## src/rtl/pll_lock_sequencer.sv

```systemverilog
// pll_lock_sequencer: drives PLL resetb, syncs/qualifies pll_lock, gates dom_rst/ready, counts relocks, latches fault; state_dbg mirrors state
module pll_lock_sequencer #(
  parameter int RESET_CYCLES = 16,
  parameter int LOCK_TIMEOUT_CYCLES = 65536,
  parameter int LOCK_STABLE_CYCLES = 1024,
  parameter int MAX_RETRIES = 4,
  parameter int CNT_W = 8
) (
  input  logic             clk,
  input  logic             rst,
  input  logic             pll_lock,
  input  logic             restart,
  output logic             pll_resetb,
  output logic             dom_rst,
  output logic             ready,
  output logic             fault,
  output logic [CNT_W-1:0] relock_cnt,
  output logic [2:0]       state_dbg
);
  localparam int MAX_AB = RESET_CYCLES > LOCK_TIMEOUT_CYCLES ? RESET_CYCLES : LOCK_TIMEOUT_CYCLES;
  localparam int MAXC = MAX_AB > LOCK_STABLE_CYCLES ? MAX_AB : LOCK_STABLE_CYCLES;
  localparam int CW = $clog2(MAXC) + 1;
  localparam int RW = $clog2(MAX_RETRIES + 1);
  localparam logic [CW-1:0] RST_END = CW'(RESET_CYCLES - 1);
  localparam logic [CW-1:0] TO_END = CW'(LOCK_TIMEOUT_CYCLES - 1);
  localparam logic [CW-1:0] STB_END = CW'(LOCK_STABLE_CYCLES - 1);
  typedef enum logic [2:0] {RESET_PLL = 3'd0, WAIT_LOCK = 3'd1, STABLE = 3'd2, RUN = 3'd3, FAULT = 3'd4} state_t;
  state_t st, nxt;
  logic s1, lock_s;
  logic [CW-1:0] cnt;
  logic [RW-1:0] retry, retry_n;
  logic [CNT_W-1:0] relock_n;
  always_comb begin
    nxt = st;
    retry_n = retry;
    relock_n = relock_cnt;
    if (restart) begin
      nxt = RESET_PLL;
      retry_n = '0;
    end else begin
      case (st)
        RESET_PLL: nxt = cnt == RST_END ? WAIT_LOCK : RESET_PLL;
        WAIT_LOCK:
          if (lock_s) nxt = STABLE;
          else if (cnt == TO_END) begin
            retry_n = retry + RW'(1);
            nxt = retry_n == RW'(MAX_RETRIES) ? FAULT : RESET_PLL;
          end
        STABLE:
          if (!lock_s) nxt = WAIT_LOCK;
          else if (cnt == STB_END) begin
            nxt = RUN;
            retry_n = '0;
          end
        RUN:
          if (!lock_s) begin
            nxt = RESET_PLL;
            relock_n = &relock_cnt ? relock_cnt : relock_cnt + CNT_W'(1);
          end
        default: nxt = st;
      endcase
    end
  end
  always_ff @(posedge clk or posedge rst) begin
    if (rst) begin
      s1 <= 1'b0;
      lock_s <= 1'b0;
      st <= RESET_PLL;
      cnt <= '0;
      retry <= '0;
      relock_cnt <= '0;
      pll_resetb <= 1'b0;
      dom_rst <= 1'b1;
      ready <= 1'b0;
      fault <= 1'b0;
    end else begin
      s1 <= pll_lock;
      lock_s <= s1;
      st <= nxt;
      cnt <= (nxt != st || restart) ? '0 : cnt + CW'(1);
      retry <= retry_n;
      relock_cnt <= relock_n;
      pll_resetb <= !(nxt == RESET_PLL || nxt == FAULT);
      dom_rst <= nxt != RUN;
      ready <= nxt == RUN;
      fault <= nxt == FAULT;
    end
  end
  assign state_dbg = st;
endmodule

```

## config.mk

```make
export PLATFORM = sky130hd
export DESIGN_NAME = pll_lock_sequencer
export DESIGN_NICKNAME = d
export VERILOG_FILES = /design/src/rtl/pll_lock_sequencer.sv
export SDC_FILE = /design/constraint.sdc
export NUM_CORES = 1
export LEC_CHECK = 0
export CORE_MARGIN = 2
export CORE_UTILIZATION = 23
export CTS_BUF_LIST = sky130_fd_sc_hd__clkbuf_2
export DETAILED_ROUTE_END_ITERATION = 8
export DONT_BUFFER_PORTS = 1
export GPL_ROUTABILITY_DRIVEN = 0
export GPL_TIMING_DRIVEN = 1
export PLACE_DENSITY = 0.37
export SYNTH_ARGS = -nofsm -noshare
export SYNTH_HDL_FRONTEND = slang
export SYNTH_SLANG_ARGS = --single-unit
```

## constraint.sdc

```tcl
create_clock -name clk -period 5.57 [get_ports clk]
set_input_delay 1.114 -clock clk [delete_from_list [all_inputs] [get_ports clk]]
set_output_delay 1.114 -clock clk [all_outputs]
set_load 0.05 [all_outputs]
```

Figure 1. Routed metal per tile (run 1).
Scale bar: 20 µm. The die is cut into 19 by 19 equal tiles; white is low, dark blue is high, scaled to the fullest tile. Values are wire area over tile area, all layers added.
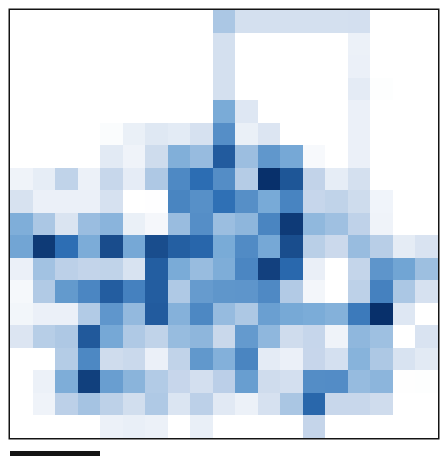
nearly empty tiles = 37%
fullest tile = 0.31
densest ninth of the die = center
emptiest ninth of the die = upper left
tiles over half the peak = 18%
mean over tiles = 0.071
total track usage: 10.4%
detailed-route wire length: 4240 µm
average wire per standard cell: 14.6 µm
vias after detailed routing: 1322

Figure 2. Met3 routing (run 1).
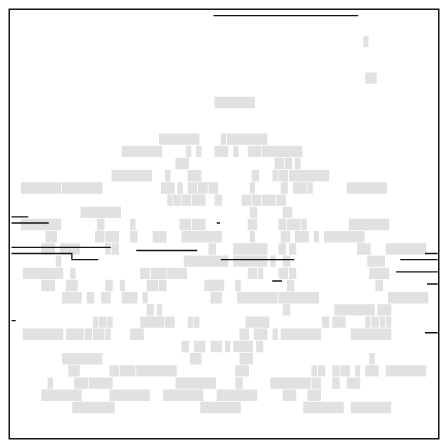
longest straight run = 32.0 µm
main direction = horizontal

==> impl_summary.log, run 1 <==
[flow] summary of implementation run
INFO  metric cell_count_in_the_yosys_report = 181
INFO  metric die-area = 9110 µm²
INFO  metric hold_viol_final = 0
INFO  metric core_area = 8180 µm²
INFO  metric min_period_over_period = 48.4%
INFO  metric crit_fanout = 10
INFO  metric synth-simple-area-share = 22.1%
INFO  metric number_of_cells_on_the_worst_reg_to_reg_path = 8
INFO  metric cts_tree = yes
INFO  metric status = completed
INFO  metric antenna_left = 0
INFO  metric nClkBuffers = 5
INFO  metric yosys-mux-area-fraction = 0.586%
INFO  metric worstReg2RegEnd = pll_resetb
INFO  metric crit_path_end_kind = register
INFO  metric worstMarginPinSlew = 0.889 ns
INFO  metric die_height = 95.4 µm
INFO  metric clkTransAtPathRegs = 0.18 ns
INFO  metric cp.buffers_inverters = 0
INFO  metric layout.cell_area.non_filler = 2060 µm²
INFO  metric synthArstFlopShare = 100%
INFO  metric cts.repair_timing.setup_buffer_count = 0
INFO  metric maximum_single_stage_delay_on_the_critical_path = 0.48 ns
INFO  metric arrival_time_reported_for_the_critical_path_endpoint = 2.97 ns
INFO  metric drt_iter0_drc = 59
INFO  metric synth_top_cell_by_area = sky130_fd_sc_hd__dfrtp_1
INFO  metric yosysWarnings = 0
INFO  metric placed_cells = 282
INFO  metric timing.critical_path.from = cnt[4]
INFO  metric synth-edff-count = 0
INFO  metric powerSeq = 0.282 mW
INFO  metric synth.ff_latch_count = 37
INFO  metric share_seq_of_total_power = 66.4%
INFO  metric highest_layer = met4
INFO  metric final_core_utilization = 25.3%
Figure 3. Routed clock nets over the placement (run 1).
Scale bar: 20 µm.
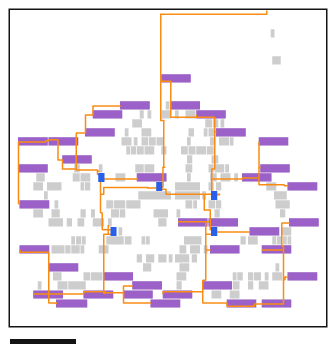
cells driving clock nets -> blue  # count 5
flip-flops -> purple  # count 37
clock wires -> orange  # length 573 µm
routed clock nets = 6
Setup Skew: 0.0185 ns
Clk. pwr: 0.119 mW
Clock Latency Late Sink: 0.38 ns
share of power burned in the clock network: 27.9%

Figure 4. Close-up of the layout (run 1).
Region (28, 28) to (68, 68) µm. Cells in gray, sequential cells in the stronger gray; small squares are vias.
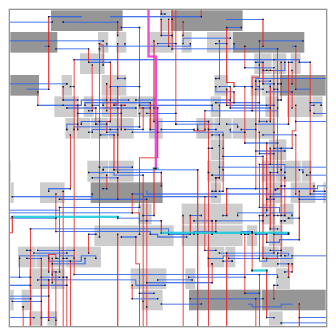

==> run 2, diff against run 1 <==
==> constraint.sdc (replaced) <==
create_clock -name clk -period 2.8 [get_ports clk]
set_input_delay 0.56 -clock clk [delete_from_list [all_inputs] [get_ports clk]]
set_output_delay 0.56 -clock clk [all_outputs]
set_load 0.05 [all_outputs]
Figure 5. Close-up of the layout (run 2).
Region (28, 28) to (68, 68) µm. Cells in gray, sequential cells in the stronger gray; small squares are vias.
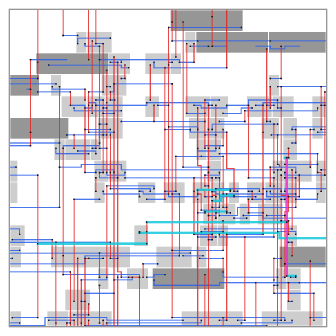
met4 -> magenta
met1 -> blue
met2 -> red
met3 -> cyan
sequential cells in the window = 7
most frequent = nor2_1 (10), dfrtp_1 (7), clkbuf_2 (6)
netlist names of flops here include = cnt (7)
cells with their middle in the window = 78

Figure 6. The clock network (run 2).
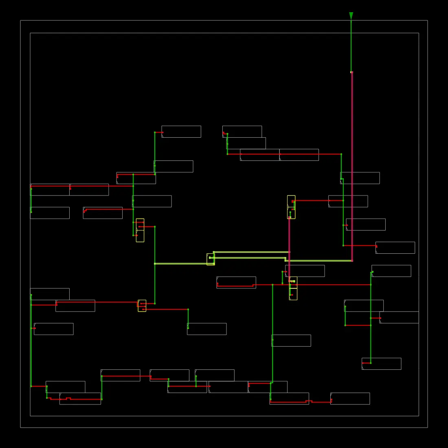
Setup Skew: 0.0338 ns
Clock Latency Late Sink: 0.40 ns

==> run 2 against run 1 <==
Against the previous run:
- clock-buffer cell count grew 1
- cell count grew 2.8%
- die size is the same
- setup slack lost 2.6 ns
- total power grew 100%
- fmax grew 7.6%
- clock power grew 110%
- critical path type unchanged
- critical endpoint is now retry[0]
- highest routed layer unchanged
==> impl_summary.log, run 2 <==
[flow] summary of implementation run
INFO  metric antenna_left = 0 (unchanged)
INFO  metric grt_util_all_layers = 11.1% (was 10.4%)
INFO  metric setup_repair_after_global_routing_missed_its_margin = no (unchanged)
INFO  metric antennaDiodeCount = 0 (unchanged)
INFO  metric netlist.top_cell.by_instances = sky130_fd_sc_hd__dfrtp_1 (unchanged)
INFO  metric num_vias = 1347 (was 1322)
INFO  metric hold_viol_final = 0 (unchanged)
INFO  metric timing.hold.worst.class = input port to asynchronous set/reset pin (was register to register)
INFO  metric worst_path_dominant_cell_family = simple AND/OR/NAND/NOR gates (was AND-OR/OR-AND gates)
INFO  metric synth-edff-count = 0 (unchanged)
INFO  metric top_power_group = registers (unchanged)
INFO  metric share_seq_of_total_power = 65.3% (was 66.4%)
INFO  metric powerSeq = 0.561 mW (was 0.282 mW)
INFO  metric synth.ff_latch_count = 37 (unchanged)
INFO  metric cts.repair_timing.setup_buffer_count = 0 (unchanged)
INFO  metric worstMarginPinSlew = 0.632 ns (was 0.889 ns)
INFO  metric synthTopLogicFamily = simple AND/OR/NAND/NOR gates (unchanged)
INFO  metric critical_path_cell_count = 8 (unchanged)
INFO  metric cell_count_in_the_yosys_report = 181 (unchanged)
INFO  metric hpwl = 3200 µm (was 3020 µm)
INFO  metric worstReg2RegEnd = retry[0] (was pll_resetb)
INFO  metric overflow = 0 (unchanged)
INFO  metric status = completed (unchanged)
INFO  metric cts_made_buffers = 5 (unchanged)
INFO  metric synth-simple-area-share = 22.1% (unchanged)
INFO  metric post_synth_instance_area = 1920 µm² (unchanged)
INFO  metric dpl_worst_slack = 0.298 ns (was 2.90 ns)
INFO  metric cp.buffers_inverters = 0 (unchanged)
INFO  metric clkTransAtPathRegs = 0.21 ns (was 0.18 ns)
INFO  metric highest_layer = met4 (unchanged)
INFO  metric crit_path_end_kind = register (unchanged)
INFO  metric die_height = 95.4 µm (unchanged)
INFO  metric crit_fanout = 6 (was 10)
INFO  metric yosys-mux-area-fraction = 0.586% (unchanged)
INFO  metric placement.cell_area = 2090 µm² (was 2030 µm²)
INFO  metric totalWireLength = 4400 µm (was 4240 µm)
INFO  metric post_drt_wl_per_cell = 14.8 µm (was 14.6 µm)
INFO  metric min_period_over_period = 89.5% (was 48.4%)
INFO  metric core_area = 8180 µm² (unchanged)
INFO  metric yosysWarnings = 0 (unchanged)
INFO  metric layout.cell_area.non_filler = 2130 µm² (was 2060 µm²)
INFO  metric maximum_single_stage_delay_on_the_critical_path = 0.43 ns (was 0.48 ns)
INFO  metric first_global_vias = 1450 (was 1392)
INFO  metric largest_register_ffs = 17 (unchanged)
INFO  metric arrival_time_reported_for_the_critical_path_endpoint = 2.83 ns (was 2.97 ns)
INFO  metric clk_root_buffer_cell = sky130_fd_sc_hd__clkbuf_2 (unchanged)
INFO  metric ff_type = sky130_fd_sc_hd__dfrtp_1 (unchanged)
INFO  metric number_of_cells_on_the_worst_reg_to_reg_path = 8 (unchanged)
INFO  metric timing.critical_path.from = cnt[0] (was cnt[4])
INFO  metric sequential_cell_area_in_the_final_layout = 927 µm² (unchanged)
INFO  metric use_met3 = 2.85% (was 3.00%)
INFO  metric placed_cells = 290 (was 282)
INFO  metric nClkBuffers = 6 (was 5)
INFO  metric stage_log_warnings = 26 (unchanged)
INFO  metric synthDominantCellAreaShare = 46.8% (unchanged)
INFO  metric post_synth_num_cell_types = 45 (unchanged)
INFO  metric die-area = 9110 µm² (unchanged)
INFO  metric drt_iter0_drc = 60 (was 59)
INFO  metric synthArstFlopShare = 100% (unchanged)
INFO  metric synth_top_cell_by_area = sky130_fd_sc_hd__dfrtp_1 (unchanged)
INFO  metric buf_share = 3.17% (was 0.364%)
INFO  metric final_core_utilization = 26.1% (was 25.3%)
INFO  metric cts_tree = yes (unchanged)
INFO  metric number_of_nets_at_floorplan = 190 (unchanged)
Figure 7. Routed clock nets over the placement (run 2).
Scale bar: 20 µm.
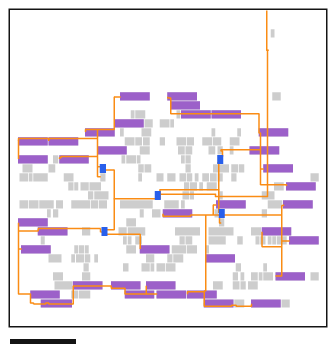
clock wires -> orange  # length 579 µm
cells driving clock nets -> blue  # count 5
flip-flops -> purple  # count 37
routed clock nets = 6
share of power burned in the clock network: 28.9%
Clk. pwr: 0.248 mW

==> run 3, diff against run 2 <==
--- a/config.mk
+++ b/config.mk
@@ -12,6 +12,7 @@
 export DONT_BUFFER_PORTS = 1
 export GPL_ROUTABILITY_DRIVEN = 0
 export GPL_TIMING_DRIVEN = 1
+export HOLD_SLACK_MARGIN = 0.05
 export PLACE_DENSITY = 0.37
 export SYNTH_ARGS = -nofsm -noshare
 export SYNTH_HDL_FRONTEND = slang
Figure 8. Close-up of the layout (run 3).
Region (28, 28) to (68, 68) µm. Cells in gray, sequential cells in the stronger gray; small squares are vias.
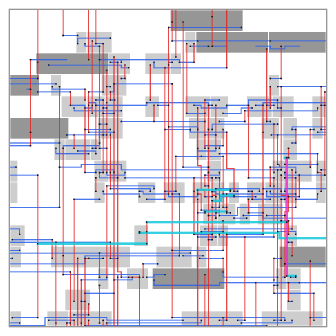
met2 -> red
met3 -> cyan
met1 -> blue
met4 -> magenta
netlist names of flops here include = cnt (7)
cells with their middle in the window = 78
most frequent = nor2_1 (10), dfrtp_1 (7), clkbuf_2 (6)
sequential cells in the window = 7

Figure 9. Routed clock nets over the placement (run 3).
Scale bar: 20 µm.
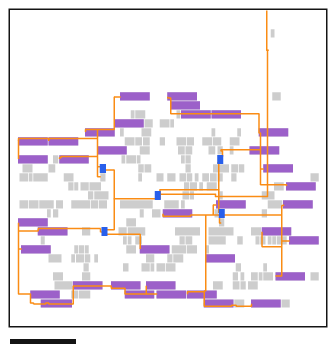
cells driving clock nets -> blue  # count 5
flip-flops -> purple  # count 37
clock wires -> orange  # length 579 µm
routed clock nets = 6

Figure 10. Met3 routing (run 3).
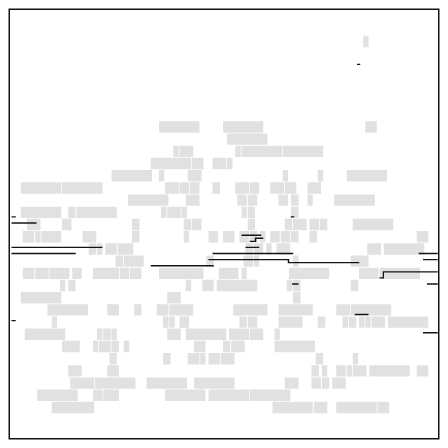
wire length on this layer = 147 µm
nets with wire on the layer = 15
longest straight run = 20.0 µm
share of all routed wire = 3.3%
main direction = horizontal
met3 Resource Use GR: 2.85%
vias after detailed routing: 1347
detailed-route wire length: 4400 µm

==> run 3 against run 2 <==
Against the previous run:
- synthesized cell count is the same
- largest cell class unchanged
- clock skew is the same
- area after synthesis unchanged
==> impl_summary.log, run 3 <==
[flow] summary of implementation run
INFO  metric status = completed (unchanged)
INFO  metric grt_util_all_layers = 11.1% (unchanged)
INFO  metric cpMostUsedCell = sky130_fd_sc_hd__ha_1 (unchanged)
INFO  metric hold_viol_final = 0 (unchanged)
INFO  metric regMostFlops = cnt (unchanged)
INFO  metric synth.avg_cell_area = 10.6 µm² (unchanged)
INFO  metric cts_made_buffers = 5 (unchanged)
INFO  metric yosysWarnings = 0 (unchanged)
INFO  metric crit_fanout = 6 (unchanged)
INFO  metric worst_skew_pair.late_latency = 0.40 ns (about the same)
INFO  metric antennaDiodeCount = 0 (unchanged)
INFO  metric post_synth_instance_area = 1920 µm² (unchanged)
INFO  metric cts.repair_timing.setup_buffer_count = 0 (unchanged)
INFO  metric wire_length_of_the_first_global_routing_pass = 7640 µm (unchanged)
INFO  metric die-area = 9110 µm² (unchanged)
INFO  metric cell_count_in_the_yosys_report = 181 (unchanged)
INFO  metric synthDominantCellAreaShare = 46.8% (unchanged)
INFO  metric arrival_time_reported_for_the_critical_path_endpoint = 2.83 ns (about the same)
INFO  metric floorplan.die.width = 95.4 µm (unchanged)
INFO  metric critical_path_cell_count = 8 (unchanged)
INFO  metric kind_of_launch_point_of_the_worst_setup_path = register (unchanged)
INFO  metric synth-edff-count = 0 (unchanged)
INFO  metric gr-max-usage-layer = met2 (unchanged)
INFO  metric powerDensity = 403 nW/µm² (unchanged)
INFO  metric clkTransAtPathRegs = 0.21 ns (about the same)
INFO  metric synthTopCellsByArea = sky130_fd_sc_hd__dfrtp_1 (47%), sky130_fd_sc_hd__xnor2_1 (4.6%), sky130_fd_sc_hd__xor2_1 (4.6%), sky130_fd_sc_hd__nor2_1 (3.5%), sky130_fd_sc_hd__ha_1 (3.3%) (unchanged)
INFO  metric core_area = 8180 µm² (unchanged)
INFO  metric powerSeq = 0.561 mW (about the same)
INFO  metric top_power_group = registers (unchanged)
INFO  metric share_seq_of_total_power = 65.3% (about the same)
INFO  metric cts_repair_resize_count = 0 (unchanged)
INFO  metric buf_share = 3.17% (unchanged)
INFO  metric crit_path_end_kind = register (unchanged)
INFO  metric synth-simple-area-share = 22.1% (unchanged)
INFO  metric synthesis.instances = 181 (unchanged)
INFO  metric overflow = 0 (unchanged)
INFO  metric synth_top_cell_by_area = sky130_fd_sc_hd__dfrtp_1 (unchanged)
INFO  metric number_of_nets_at_floorplan = 190 (unchanged)
INFO  metric synthTopLogicFamily = simple AND/OR/NAND/NOR gates (unchanged)
INFO  metric nClkBuffers = 6 (unchanged)
INFO  metric cp.buffers_inverters = 0 (unchanged)
INFO  metric yosys-mux-area-fraction = 0.586% (unchanged)
INFO  metric maximum_single_stage_delay_on_the_critical_path = 0.43 ns (about the same)
INFO  metric clock_net_power = 0.248 mW (about the same)
INFO  metric sequential_cell_area_in_the_final_layout = 927 µm² (unchanged)
INFO  metric cts_tree = yes (unchanged)
INFO  metric hpwl = 3200 µm (unchanged)
INFO  metric met2_usage = 16.7% (unchanged)
INFO  metric stage_log_warnings = 26 (unchanged)
INFO  metric post_synth_num_cell_types = 45 (unchanged)
INFO  metric synth.ff_latch_count = 37 (unchanged)
INFO  metric worstReg2RegEnd = retry[0] (unchanged)
INFO  metric synthArstFlopShare = 100% (unchanged)
INFO  metric netlist.top_cell.by_instances = sky130_fd_sc_hd__dfrtp_1 (unchanged)
INFO  metric setup_tns = 0 ns (unchanged)
INFO  metric first_global_vias = 1450 (unchanged)
INFO  metric critical_path.reg2reg.startpoint = cnt[0] (unchanged)
INFO  metric min_period_over_period = 89.5% (unchanged)
INFO  metric ff_type = sky130_fd_sc_hd__dfrtp_1 (unchanged)
INFO  metric layout.cell_area.non_filler = 2130 µm² (unchanged)
INFO  metric clock_power_share = 28.9% (about the same)
INFO  metric pwr.group.combinational = 0.0497 mW (about the same)
INFO  metric largest_register_ffs = 17 (unchanged)
INFO  metric timing.critical_path.from = cnt[0] (unchanged)
INFO  metric post_drt_wl_per_cell = 14.8 µm (unchanged)
INFO  metric placement.cell_area = 2090 µm² (unchanged)
INFO  metric drt_iter0_drc = 60 (unchanged)
INFO  metric setup_repair_after_global_routing_missed_its_margin = no (unchanged)
INFO  metric clk_root_buffer_cell = sky130_fd_sc_hd__clkbuf_2 (unchanged)
INFO  metric worstMarginPinSlew = 0.632 ns (unchanged)
INFO  metric worst_path_dominant_cell_family = simple AND/OR/NAND/NOR gates (unchanged)
INFO  metric highest_layer = met4 (unchanged)
INFO  metric crit_path_cell_trace = ha_1 > nand3_1 > nor4_1 > ha_1 > nor4bb_2 > nand2b_1 > or2_2 > a21oi_1 (unchanged)
INFO  metric die_height = 95.4 µm (unchanged)
INFO  metric timing.hold.worst.class = input port to asynchronous set/reset pin (unchanged)
INFO  metric final_core_utilization = 26.1% (unchanged)
INFO  metric placed_cells = 290 (unchanged)
INFO  metric dpl_worst_slack = 0.298 ns (unchanged)
INFO  metric antenna_left = 0 (unchanged)
INFO  metric layout_top_cells_excl_fill_tap = sky130_fd_sc_hd__dfrtp_1 (36), sky130_fd_sc_hd__nor2_1 (18), sky130_fd_sc_hd__inv_1 (10), sky130_fd_sc_hd__xor2_1 (10), sky130_fd_sc_hd__xnor2_1 (10) (unchanged)
INFO  metric number_of_cells_on_the_worst_reg_to_reg_path = 8 (unchanged)
INFO  metric skew = 0.0338 ns (unchanged)
Power and IR drop assume default switching activity.
